## src/rtl/bus_arb_pkg.sv

```systemverilog
// bus_arb_pkg: shared arbiter state encoding and gate source indices for the datapath bus
package bus_arb_pkg;
  typedef enum logic [1:0] {ARB_IDLE, ARB_GRANT, ARB_TURN} arb_state_t;
  localparam int GATE_PC     = 0;
  localparam int GATE_MDR    = 1;
  localparam int GATE_ALU    = 2;
  localparam int GATE_MARMUX = 3;
endpackage

```

## src/rtl/rr_pick.sv

```systemverilog
// rr_pick: combinational rotate-priority search, first set req at or above rr_ptr (wrapping) wins
module rr_pick #(
  parameter int N = 4,
  parameter int W = (N > 1) ? $clog2(N) : 1
) (
  input  logic [N-1:0] req,
  input  logic [W-1:0] rr_ptr,
  output logic         any_req,
  output logic [W-1:0] winner_idx
);
  logic [W:0] k;
  always_comb begin
    any_req = 1'b0;
    winner_idx = '0;
    k = '0;
    // scan highest offset first so the nearest-to-pointer hit is assigned last
    for (int i = N - 1; i >= 0; i--) begin
      k = {1'b0, rr_ptr} + (W + 1)'(i);
      k = (k >= (W + 1)'(N)) ? k - (W + 1)'(N) : k;
      if (req[k[W-1:0]]) begin
        any_req = 1'b1;
        winner_idx = k[W-1:0];
      end
    end
  end
endmodule

```

## src/rtl/bus_gate_arbiter.sv

```systemverilog
// bus_gate_arbiter: round-robin owner of the one-hot gated bus with registered gate,
// one-cycle turnaround between owners and a hold timeout that forces a revoke
module bus_gate_arbiter
  import bus_arb_pkg::*;
#(
  parameter int N_SRC    = 4,
  parameter int MAX_HOLD = 16,
  parameter int IDX_W    = (N_SRC > 1) ? $clog2(N_SRC) : 1
) (
  input  logic             Clk,
  input  logic             Reset,
  input  logic [N_SRC-1:0] req,
  input  logic             clr_err,
  output logic [N_SRC-1:0] gate_oh,
  output logic [IDX_W-1:0] owner_idx,
  output logic             busy,
  output logic             timeout_err
);
  localparam int HOLD_W = (MAX_HOLD > 1) ? $clog2(MAX_HOLD) : 1;
  arb_state_t state_q, state_d;
  logic [IDX_W-1:0] owner_q, owner_d, rr_ptr_q, rr_ptr_d, winner_idx;
  logic [HOLD_W-1:0] hold_q, hold_d;
  logic [N_SRC-1:0] gate_q, gate_d;
  logic busy_q, busy_d, err_q, err_d;
  logic any_req, arb, take, own_req, expire;

  rr_pick #(.N(N_SRC), .W(IDX_W)) u_pick (
    .req       (req),
    .rr_ptr    (rr_ptr_q),
    .any_req   (any_req),
    .winner_idx(winner_idx)
  );

  assign arb     = state_q != ARB_GRANT;
  assign take    = arb && any_req;
  assign own_req = req[owner_q];
  assign expire  = (MAX_HOLD != 0) && (hold_q == HOLD_W'(MAX_HOLD - 1));

  always_ff @(posedge Clk or posedge Reset) begin
    if (Reset) begin
      state_q  <= ARB_IDLE;
      owner_q  <= '0;
      rr_ptr_q <= '0;
      hold_q   <= '0;
      gate_q   <= '0;
      busy_q   <= 1'b0;
      err_q    <= 1'b0;
    end else begin
      state_q  <= state_d;
      owner_q  <= owner_d;
      rr_ptr_q <= rr_ptr_d;
      hold_q   <= hold_d;
      gate_q   <= gate_d;
      busy_q   <= busy_d;
      err_q    <= err_d;
    end
  end

  always_comb begin
    state_d = arb ? (any_req ? ARB_GRANT : ARB_IDLE)
                  : ((own_req && !expire) ? ARB_GRANT : ARB_TURN);
  end

  // outputs are computed one cycle ahead so gate_oh comes straight from flops
  always_comb begin
    owner_d  = take ? winner_idx : owner_q;
    rr_ptr_d = take ? ((winner_idx == IDX_W'(N_SRC - 1)) ? '0 : winner_idx + 1'b1) : rr_ptr_q;
    hold_d   = arb ? '0 : hold_q + 1'b1;
    gate_d   = (state_d == ARB_GRANT) ? (N_SRC'(1) << owner_d) : '0;
    busy_d   = state_d == ARB_GRANT;
    err_d    = (!arb && own_req && expire) || (err_q && !clr_err);
  end

  assign gate_oh     = gate_q;
  assign owner_idx   = owner_q;
  assign busy        = busy_q;
  assign timeout_err = err_q;
endmodule

```

## config.mk

```make
export PLATFORM = sky130hd
export DESIGN_NAME = bus_gate_arbiter
export DESIGN_NICKNAME = d
export VERILOG_FILES = /design/src/rtl/bus_arb_pkg.sv /design/src/rtl/rr_pick.sv /design/src/rtl/bus_gate_arbiter.sv
export SDC_FILE = /design/constraint.sdc
export NUM_CORES = 1
export LEC_CHECK = 0
export ABC_CLOCK_PERIOD_IN_PS = 1450
export CORE_MARGIN = 2
export CORE_UTILIZATION = 43
export CTS_CLUSTER_DIAMETER = 60
export DETAILED_ROUTE_END_ITERATION = 16
export GPL_TIMING_DRIVEN = 0
export PLACE_DENSITY = 0.73
export SKIP_CTS_REPAIR_TIMING = 1
export SLEW_MARGIN = 20
export SYNTH_ARGS = -nofsm -noshare
export SYNTH_HDL_FRONTEND = slang
export SYNTH_SLANG_ARGS = --single-unit
```

## constraint.sdc

```tcl
create_clock -name Clk -period 1.45 [get_ports Clk]
set_input_delay 0.29 -clock Clk [delete_from_list [all_inputs] [get_ports Clk]]
set_output_delay 0.29 -clock Clk [all_outputs]
set_load 0.05 [all_outputs]
```

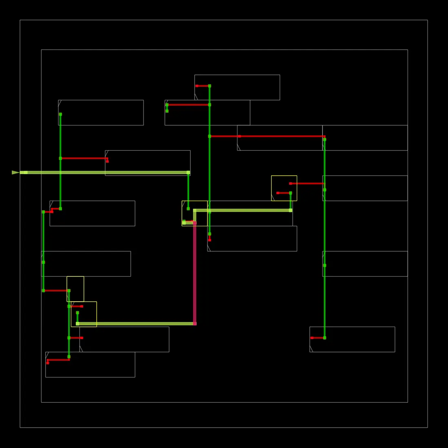
(clock nets)
Layout Skew: 0.00943 ns
Insertion Delay late pin: 0.29 ns
cts bufs inserted: 3
clock buffers: 3

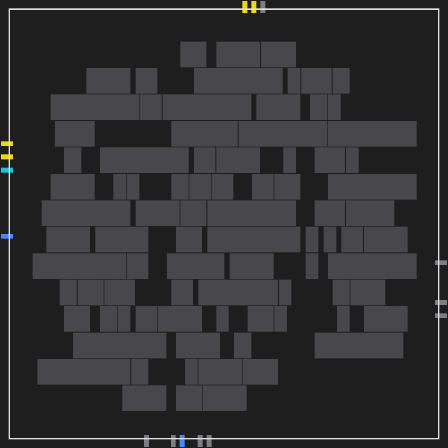
(I/O pins on the die edge)
Pins as bars across the die edge, other pins in gray.
yellow -> gate_oh  # pins 4, direction output, edge 2 top, 2 left
blue -> owner_idx  # pins 2, direction output, edge 1 bottom, 1 left
cyan -> Clk  # pins 1, direction input, edge left
all pins by edge = 5 bottom, 4 left, 3 top, 3 right
Die Width: 44.0 microns
Die Height: 44.0 microns
Port Buf Inserts: 14

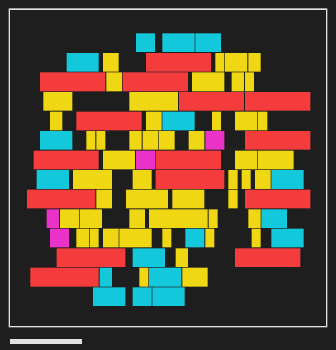
(cell classes on the final placement)
Scale bar: 10 microns.
magenta -> clock drivers and dummy loads  # cells 4
cyan -> other buffers and delay cells  # cells 17
yellow -> all other logic  # cells 49
red -> flip-flops  # cells 15
flop share of the area: 39.0%
fin area: 975 sq um

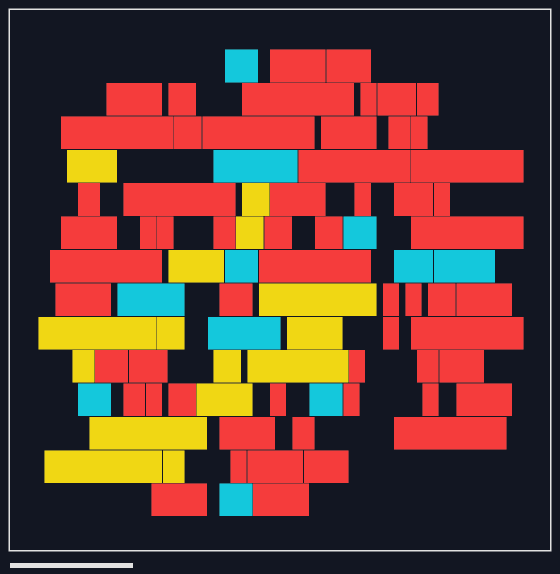
(cells by drive strength)
Scale bar: 10 microns.
yellow -> drive 2  # cells 15, share 18%, most used dfrtp_2
cyan -> drive 3 to 4  # cells 11, share 13%
red -> drive 1 or less  # cells 59, share 69%
Non-clock buffers: 17
area grow syn2layout: 41.6%
final setup margin: -0.0258 ns

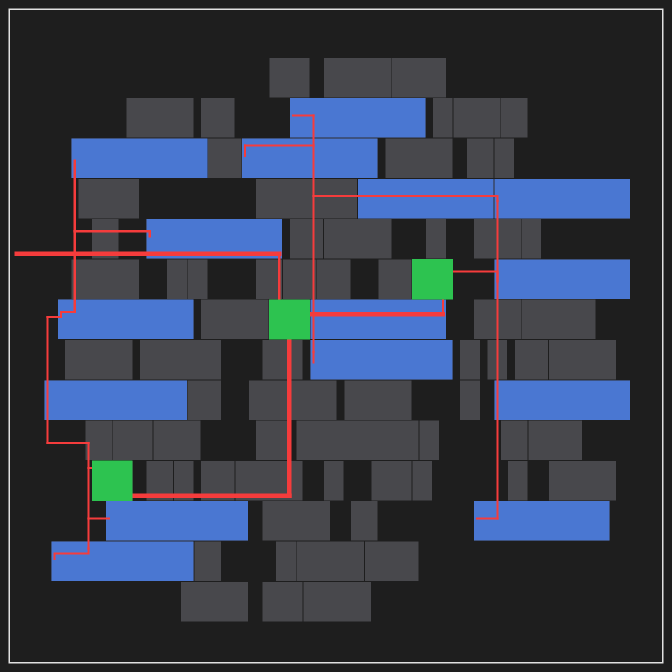
(clock network drawn from the DEF)
green -> cells driving clock nets  # count 3
blue -> flip-flops  # count 15
red -> clock wires  # length 169 microns
routed clock nets = 4
Clock Power Share: 11.1%
clock network power: 236 uW

==> results_slide.txt <==
Physical Implementation Snapshot

GRT
  • Initial antenna violation count: 0
  • Grt ovf: 0
  • Global routing's busiest layer: met2
  • Met1 GRT Util: a little under a fifth
  • Largest net degree at the start of global routing: 16
  • First-pass GRT wire length: around 2300 microns

Run status
  • Failing checks: setup timing
  • Status: complete, but fails checks

Power
  • Logic power comb: 1160 uW
  • Static leakage: between 0.0005 and 0.0006 uW
  • Switching power: around 930 uW
  • Reg power frac: 34.2%
  • Switching share of power: 43.7%
  • Cell-internal power: between 1000 and 1500 uW
  • Pwr per Cell Area: ~2200 mW/mm^2
  • Top Consumer: combinational logic
  • Design Power: around 2100 uW

Synth
  • Post-synth EDFFs: 0
  • Yosys chip area: 688 sq um
  • Share of flip-flops with an asynchronous set or reset: 100%
  • # Cells Yosys: 64
  • Ys Warns: 0
  • Register area share after synthesis: between 50% and 60%
  • Synth cell types: 25
  • Syn avg cell area: around 11 sq um
  • Main flop type: dfrtp_1
  • Synth Area in XOR/XNOR: ~3.8%
  • Synth Register Bits: 15
  • Basic Gates by Area: about a fifth
  • Cell count after synthesis: roughly 64
  • Biggest area cells: dfrtp_1 (55%), nor2_1 (5.5%), mux4_2 (3.3%)
  • Syn_nets: ~72
  • Top cells by count, synth: dfrtp_1 (15), nor2_1 (10), nand2_1 (6), a21oi_1 (4)
  • Area leader, netlist: dfrtp_1

Layout
  • Logic share of the area: a little over a third
  • Util after Layout: between 60% and 70%
  • Multi-input gate count: around 47
  • Post-Layout Cell Count: between 100 and 150
  • Flops: 15
  • ANT cells: 0
  • Top Layout Cells: dfrtp_1 (11), dlymetal6s2s_1 (11), nor2_1 (9)
  • Data buffer area share: between 10% and 20%
  • Logic inverters: 2
  • Layout net count: about 94
  • Fillcell total: about 130

Worst setup path
  • R2r setup slk: -0.03 ns
  • Crit path DAT: between 1.5 and 2 ns
  • CP Launch Type: flop
  • Worst Path Required: approximately 1.6 ns
  • Critical path origin: owner_idx[1]
  • CP max stage cell: mux4_2
  • Reg2reg end: gate_oh[2]
  • Critical Path End Type: flop
  • Worst path cell trace: mux4_2, and2_4, nand2_2, o22ai_2, and2_1
  • Worst path buffer plus inverter count: 0
  • CP delay by family, top: multiplexers
  • Worst Setup EP: gate_oh[2]
  • CP peak stage delay: ~0.51 ns
  • R2R Path Start: owner_idx[1]

Route
  • Met2 wire length: roughly 750 microns
  • Drt pass-1 iters: 4
  • Drt drc: 0
  • Highest metal used: met4
  • Drt total wl: roughly 1400 microns
  • Met3 wire length: approximately 73 microns
  • Avg WL per Cell: between 10 and 15 microns
  • Vias: 533
  • Vias/cell: 5.28

Clock network
  • Clock root buffer: clkbuf_4
  • CTS tree: yes
  • Sink Count: 15
  • Max Root-Sink Buffers: 2
  • H-tree depth: 1
  • Clock Pin Slew Worst Setup and Hold Paths: 0.09 ns

STA
  • Actual slew at the worst max-slew pin: approximately 0.54 ns
  • FMAX: 0.678 GHz
  • Final setup fails: 2
  • Slew Limit Fails: 0
  • Max-slew headroom: between 60% and 70%
  • RSZ-0062 raised after global routing: true
  • Sum Neg Setup Slack: -0.0398 ns
  • Post-route clock period utilization: 102%
  • Final setup margin: -0.0258 ns
  • Clock period minus worst slack: 1.48 ns
  • Final hold vios: 0

Floorplan
  • Total core area: ~0.0015 sq mm
  • # rows: 14
  • Die Footprint: 0.00194 sq mm
  • Tap cells: 16
  • Core utilization before placement: between 40% and 50%

Placed design
  • Cell area after placement: about 860 sq um
  • Placed Instances: ~94
  • Setup WS pre-CTS: -0.443 ns

Job
  • Tool warnings: 28
Power figures rest on the tool's default switching activity, not on a simulated workload.
